**Run 1: signal wires on met3**

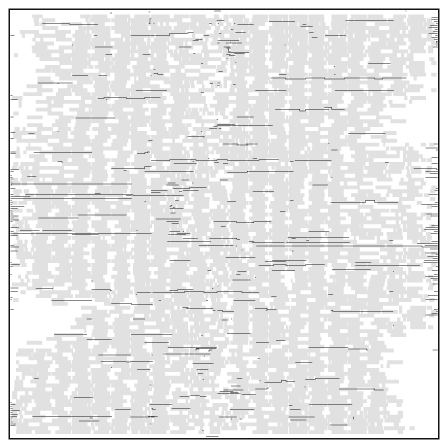
**Run 1: clock network drawn from the DEF**

Scale bar: 100 um.
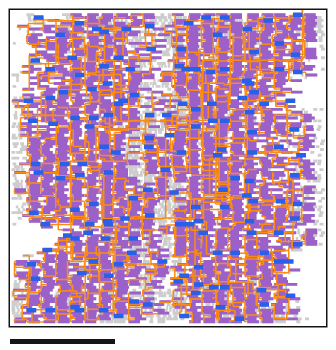
**Run 1: signal metal coverage by tile**

Scale bar: 100 um. The die is cut into 30 by 30 equal tiles; white is low, dark blue is high, scaled to the fullest tile. Values are wire area over tile area, all layers added.
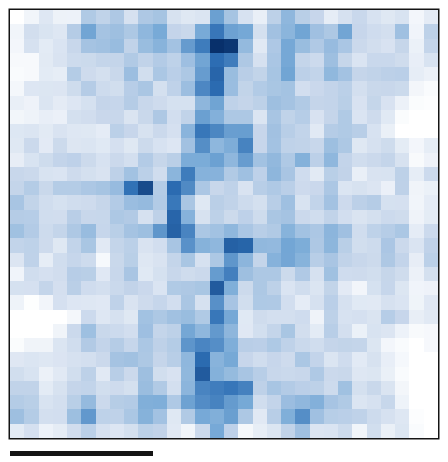
**Run 1: layout detail**

Window x 130 to 170, y 130 to 170 um. Cells in gray, sequential cells in the stronger gray; small squares are vias.
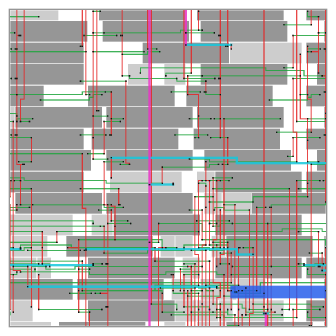
==> src/rtl/r4mdc_commutator.sv <==
`default_nettype none
// +--------------------------------------------------------------------------+
// | Module   : r4mdc_commutator                                              |
// | Purpose  : Radix-4 MDC data commutator. Transposes 4x4 blocks of L       |
// |            samples across four complex lanes. Input lane j delivers      |
// |            B(j,0..3); output lane k delivers B(0,k), B(1,k), B(2,k),     |
// |            B(3,k). Built as input skew, rotating switch, output deskew.  |
// | Ports    : clk, rst        - clock, synchronous active-high reset        |
// |            in_valid        - all four input lanes carry a sample         |
// |            flush           - advance with zero samples (in_valid=0)      |
// |            inN_r / inN_i   - lane N input, real / imag, WL bits          |
// |            outN_r / outN_i - lane N output, real / imag, registered      |
// |            out_valid       - outputs hold a valid transposed sample      |
// |            out_first       - first sample of an output frame             |
// | Revision : 1.0 - initial release                                         |
// +--------------------------------------------------------------------------+
module r4mdc_commutator #(
  parameter int WL = 16,
  parameter int L  = 4
) (
  input  logic          clk,
  input  logic          rst,
  input  logic          in_valid,
  input  logic          flush,
  input  logic [WL-1:0] in0_r,
  input  logic [WL-1:0] in0_i,
  input  logic [WL-1:0] in1_r,
  input  logic [WL-1:0] in1_i,
  input  logic [WL-1:0] in2_r,
  input  logic [WL-1:0] in2_i,
  input  logic [WL-1:0] in3_r,
  input  logic [WL-1:0] in3_i,
  output logic [WL-1:0] out0_r,
  output logic [WL-1:0] out0_i,
  output logic [WL-1:0] out1_r,
  output logic [WL-1:0] out1_i,
  output logic [WL-1:0] out2_r,
  output logic [WL-1:0] out2_i,
  output logic [WL-1:0] out3_r,
  output logic [WL-1:0] out3_i,
  output logic          out_valid,
  output logic          out_first
);

  localparam int c_frame = 4 * L;
  localparam int c_cnt_w = $clog2(c_frame);
  localparam int c_dw    = 2 * WL;
  localparam int c_tag_d = 3 * L;

  logic               w_adv;
  logic [c_cnt_w-1:0] cnt_q;
  logic [c_cnt_w-1:0] cnt_d;
  logic [1:0]         w_sel;
  logic [c_dw-1:0]    w_in   [4];
  logic [c_dw-1:0]    w_skew [4];
  logic [c_dw-1:0]    w_sw   [4];
  logic [c_dw-1:0]    w_desk [4];
  logic [c_dw-1:0]    out_q  [4];
  logic               out_valid_q;
  logic               out_first_q;
  // Tag bit 1 = sample valid, bit 0 = first sample of the input frame.
  logic [1:0]         tag_q  [c_tag_d];
  logic [1:0]         w_tag_in;

  assign w_adv = in_valid | flush;

  // Flush-only cycles push zeros into the delay lines.
  always_comb begin
    w_in[0] = in_valid ? {in0_r, in0_i} : '0;
    w_in[1] = in_valid ? {in1_r, in1_i} : '0;
    w_in[2] = in_valid ? {in2_r, in2_i} : '0;
    w_in[3] = in_valid ? {in3_r, in3_i} : '0;
  end

  // Segment counter; 4L is a power of two so the natural wrap is the frame wrap.
  assign cnt_d = cnt_q + c_cnt_w'(1);
  assign w_sel = cnt_q[c_cnt_w-1 -: 2];

  always_ff @(posedge clk) begin
    if (rst) begin
      cnt_q <= '0;
    end else if (w_adv) begin
      cnt_q <= cnt_d;
    end
  end

  // Input skew: lane j delayed by j*L advance cycles.
  for (genvar j = 0; j < 4; j++) begin : g_skew
    if (j == 0) begin : g_pass
      assign w_skew[j] = w_in[j];
    end else begin : g_dly
      logic [c_dw-1:0] sr_q [j*L];
      always_ff @(posedge clk) begin
        if (w_adv) begin
          sr_q[0] <= w_in[j];
          for (int i = 1; i < j * L; i++) begin
            sr_q[i] <= sr_q[i-1];
          end
        end
      end
      assign w_skew[j] = sr_q[j*L-1];
    end
  end

  // Rotating switch: during segment sel, lane k picks skewed lane (sel-k) mod 4.
  // The 2-bit subtraction provides the mod 4.
  for (genvar k = 0; k < 4; k++) begin : g_switch
    assign w_sw[k] = w_skew[w_sel - 2'(k)];
  end

  // Output deskew: lane k delayed by (3-k)*L so every path totals 3L.
  for (genvar k = 0; k < 4; k++) begin : g_deskew
    if (k == 3) begin : g_pass
      assign w_desk[k] = w_sw[k];
    end else begin : g_dly
      logic [c_dw-1:0] sr_q [(3-k)*L];
      always_ff @(posedge clk) begin
        if (w_adv) begin
          sr_q[0] <= w_sw[k];
          for (int i = 1; i < (3 - k) * L; i++) begin
            sr_q[i] <= sr_q[i-1];
          end
        end
      end
      assign w_desk[k] = sr_q[(3-k)*L-1];
    end
  end

  // Valid/first tags follow the same 3L advance-cycle latency as the data.
  assign w_tag_in = {in_valid, in_valid & (cnt_q == '0)};

  always_ff @(posedge clk) begin
    if (rst) begin
      for (int i = 0; i < c_tag_d; i++) begin
        tag_q[i] <= '0;
      end
    end else if (w_adv) begin
      tag_q[0] <= w_tag_in;
      for (int i = 1; i < c_tag_d; i++) begin
        tag_q[i] <= tag_q[i-1];
      end
    end
  end

  // Output register: data holds through stalls, flags only pulse on advance.
  always_ff @(posedge clk) begin
    if (rst) begin
      for (int k = 0; k < 4; k++) begin
        out_q[k] <= '0;
      end
      out_valid_q <= 1'b0;
      out_first_q <= 1'b0;
    end else if (w_adv) begin
      for (int k = 0; k < 4; k++) begin
        out_q[k] <= w_desk[k];
      end
      out_valid_q <= tag_q[c_tag_d-1][1];
      out_first_q <= tag_q[c_tag_d-1][0];
    end else begin
      out_valid_q <= 1'b0;
      out_first_q <= 1'b0;
    end
  end

  assign out0_r    = out_q[0][c_dw-1:WL];
  assign out0_i    = out_q[0][WL-1:0];
  assign out1_r    = out_q[1][c_dw-1:WL];
  assign out1_i    = out_q[1][WL-1:0];
  assign out2_r    = out_q[2][c_dw-1:WL];
  assign out2_i    = out_q[2][WL-1:0];
  assign out3_r    = out_q[3][c_dw-1:WL];
  assign out3_i    = out_q[3][WL-1:0];
  assign out_valid = out_valid_q;
  assign out_first = out_first_q;

endmodule
`default_nettype wire

==> config.mk <==
export PLATFORM = sky130hd
export DESIGN_NAME = r4mdc_commutator
export DESIGN_NICKNAME = d
export VERILOG_FILES = /design/src/rtl/r4mdc_commutator.sv
export SDC_FILE = /design/constraint.sdc
export NUM_CORES = 1
export LEC_CHECK = 0
export ABC_CLOCK_PERIOD_IN_PS = 81400
export CAP_MARGIN = 15
export CORE_UTILIZATION = 63
export DETAILED_ROUTE_END_ITERATION = 6
export PLACE_DENSITY = 0.83
export REMOVE_ABC_BUFFERS = 1
export SYNTH_ARGS = -nofsm -noshare
export SYNTH_HDL_FRONTEND = slang
export SYNTH_SLANG_ARGS = --single-unit
==> constraint.sdc <==
create_clock -name clk -period 81.4 [get_ports clk]
set_input_delay 20.35 -clock clk [delete_from_list [all_inputs] [get_ports clk]]
set_output_delay 20.35 -clock clk [all_outputs]
set_load 0.01 [all_outputs]
==> flow_summary.ini, run 1 <==
; implementation run metrics
[status]
status = complete, no violations

[global_route]
top_usage_layer = met2
grt.met1_usage = 0.2333
overflow = 0
grtUsageTotal = 0.1782
antenna_found_initial = 8

[worst_setup_path]
cp_common_cell = buf_4
cp-end-kind = register
cpPeakStageDelay_ps = 920
slowest_stage = buf_4
rrSetupSlack_ps = 78220
critPathArrivalTime_ps = 25490
worst_path_dominant_cell_family = buffers and inverters
crit_buf_inv = 6

[timing]
hold_viol = 0
period_used_share = 0.3092
drv_slew = 0
tightest_slew_ps = 1182
setup_viol = 0
relSlewSlack = 0.2123

[logic_synthesis]
synth_top_cell_by_count = edfxtp_1
yosys_cells = 2406
ys_seq_frac = 0.9108
synth.largest_area_cell = edfxtp_1
topCombFamilyByArea = simple AND/OR/NAND/NOR gates
synth-seq-cells = 1694
async_flop_share = 0
synth.cells.most_frequent = 1688 x edfxtp_1, 244 x and2_1, 93 x mux2i_1
syn_area_per_cell_um2 = 23.19
synth_top_area_share = 0.9087
ys_warn_count = 0

[layout]
lay_top_cells = 1688 x edfxtp_1, 260 x clkdlybuf4s50_1, 244 x and2_1
reg_top3 = g_deskew.g_dly.sr_q: 768 flops, g_skew.g_dly.sr_q: 768 flops, out_q: 128 flops
finalInstanceArea_mm2 = 0.06444
lay_top_count = edfxtp_1
fin_nets = 2901

[placed_design]
dpl.cell_count = 3765
gp_congestion = 0.8534
dp_hpwl_um = 43200
placed_cell_area_mm2 = 0.05958

[floorplan]
die_w_um = 299.6
chipArea_mm2 = 0.08974
core-area_mm2 = 0.08729

[drt]
drc = 0
wire_per_inst_um = 19.45
drtIter0Drc = 1582

[run]
warning_count = 39

[hold_path]
min_path_type = reg -> reg
min_to = g_deskew[0].g_dly.sr_q[0][121]

[power]
power_w = 0.001869
About 'signal wires on met3':
nets with wire on the layer = 241
main direction = horizontal
wire length on this layer = 4160 um
share of all routed wire = 5.3%
longest straight run = 116 um

About 'clock network drawn from the DEF':
orange -> clock wires  # length 16200 um
blue -> clock-net drivers  # count 154
purple -> flip-flops  # count 1694
flops lie = all over the die

About 'signal metal coverage by tile':
tiles over half the peak = 8.4%
nearly empty tiles = 3.0%
fullest tile = 0.52
mean over tiles = 0.14
emptiest ninth of the die = lower right

About 'layout detail':
cyan -> M3
blue -> M5
green -> M1
red -> M2
magenta -> M4
most frequent = edfxtp_1 (32), mux2i_1 (4), buf_4 (4)
netlist names of flops here include = `g_deskew.g_dly.sr_q` (27), `g_skew.g_dly.sr_q` (3), `out_q` (2)
sequential cells in the window = 32
cells with their middle in the window = 57

[run 1: final cells by class]
type / count / area [um^2]
Clock inverter: 87 / 760.7
Timing Repair Buffer: 287 / 2830
Inverter: 6 / 30.03
Tap cell: 1155 / 1445
Fill cell: 4820 / 22850
Multi-Input combinational cell: 623 / 4463
Antenna cell: 4 / 10.01
Sequential cell: 1694 / 50810
Clock buffer: 189 / 4091
[run 1: report_power, final]
part / switching, W / internal (W)
clock: 0.000292 / 0.000395
combinational: 0.0000395 / 0.0000279
sequential: 0.0000320 / 0.00108
[run 1: metal layers]
metal / up-vias / part of all wire
met4: 8 / 0.032
met2: 572 / 0.50
met5: - / 0.00069
met1: 10650 / 0.41
li1: 10210 / -
met3: 182 / 0.053
## Run 2: what changed since run 1
- ABC_CLOCK_PERIOD_IN_PS: 81400 -> 23900
- CORE_UTILIZATION: 63 -> 59
- PLACE_DENSITY: 0.83 -> 0.78
- clock period: 81.4 -> 23.9 ns (I/O delays scaled with it)
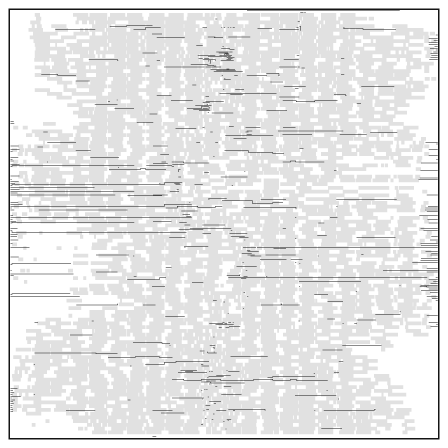
**Above:** run 2 (signal wires on met3).
Post-Route WL: 79030 um
met3 GRT Util: 0.04474
via count: 21650

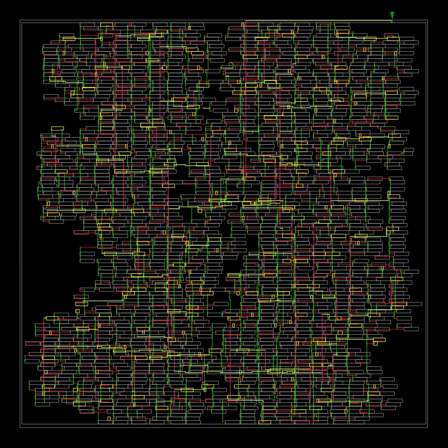
**Above:** run 2 (clock routing).
clock buffers: 201
Clk power: 0.00232 W
flop count: 1694

==> flow_summary.ini, run 2 <==
; implementation run metrics
[status]
status = complete, no violations

[timing]
setup_viol = 0
period_used_share = 0.4019

[worst_setup_path]
cp-end-kind = register
critPathArrivalTime_ps = 9990
cp_common_cell = buf_4
slowest_stage = buf_4

[power]
power_w = 0.006343
combinationalPower_w = 0.000233
clkPwrFrac = 0.366
p_seq_frac = 0.598

[placed_design]
dpl.cell_count = 3863
placed_cell_area_mm2 = 0.05969
dp_hpwl_um = 43550

[layout]
largest_class = sequential cells
buffer_area_frac = 0.04466
clkCellAreaFrac = 0.07473
inverters = 6
seq_area_frac = 0.7866
reg_top3 = g_deskew.g_dly.sr_q: 768 flops, g_skew.g_dly.sr_q: 768 flops, out_q: 128 flops
fill_cells = 5481
antenna-diode-count = 4
final-comb-area_mm2 = 0.004463
fin_nets = 2904

[logic_synthesis]
synth_top_cell_by_count = edfxtp_1
async_flop_share = 0
topCombFamilyByArea = simple AND/OR/NAND/NOR gates
ys_warn_count = 0
synth.largest_area_cell = edfxtp_1

[global_route]
grtUsageTotal = 0.1657
antenna_found_initial = 11

[drt]
drtIter0Drc = 1884
dr_wl_met3_um = 5319
wire_per_inst_um = 19.04
topRoutingLayerUsed = met5
met1Wirelength_um = 31660

[floorplan]
chipArea_mm2 = 0.09578
core-area_mm2 = 0.09347
tap_cells = 1254

[hold_path]
min_to = g_deskew[2].g_dly.sr_q[2][30]
min_path_type = reg -> reg
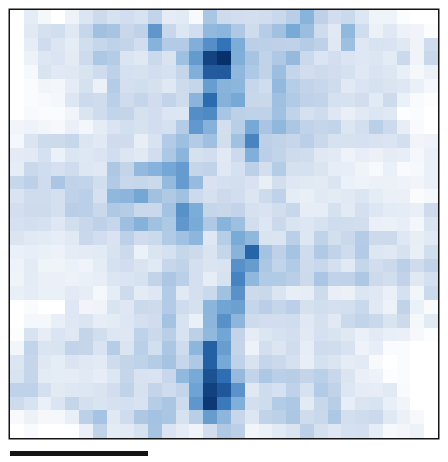
**Above:** run 2 (signal metal coverage by tile).
Scale bar: 100 um. The die is cut into 31 by 31 equal tiles; white is low, dark blue is high, scaled to the fullest tile. Values are wire area over tile area, all layers added.
tiles over half the peak = 4.7%
mean over tiles = 0.14
emptiest ninth of the die = lower right
nearly empty tiles = 4.1%

==> run 2: how the worst max path moves through the flow <==
stage	cells after the start	endpoint	slack, ps	from
4_1_cts	6	g_skew[3].g_dly.sr_q[1][25]	14320	in_valid
5_1_grt	6	g_skew[2].g_dly.sr_q[1][26]	13960	in_valid
6_report	6	g_skew[3].g_dly.sr_q[1][0]	14290	in_valid
3_3_place_gp	6	g_skew[3].g_dly.sr_q[1][121]	13730	in_valid
2_1_floorplan	2	g_deskew[0].g_dly.sr_q[0][0]	-13460	in_valid
3_5_place_dp	6	g_skew[3].g_dly.sr_q[1][107]	13520	in_valid
==> run 2: worst max-delay path: cells and delay by family <==
kind                   cells  cell delay [ps]
buffers and inverters      5             3540
and+or+nand+nor            1              190
No activity file was given, so power comes from the tool's default toggle rates.
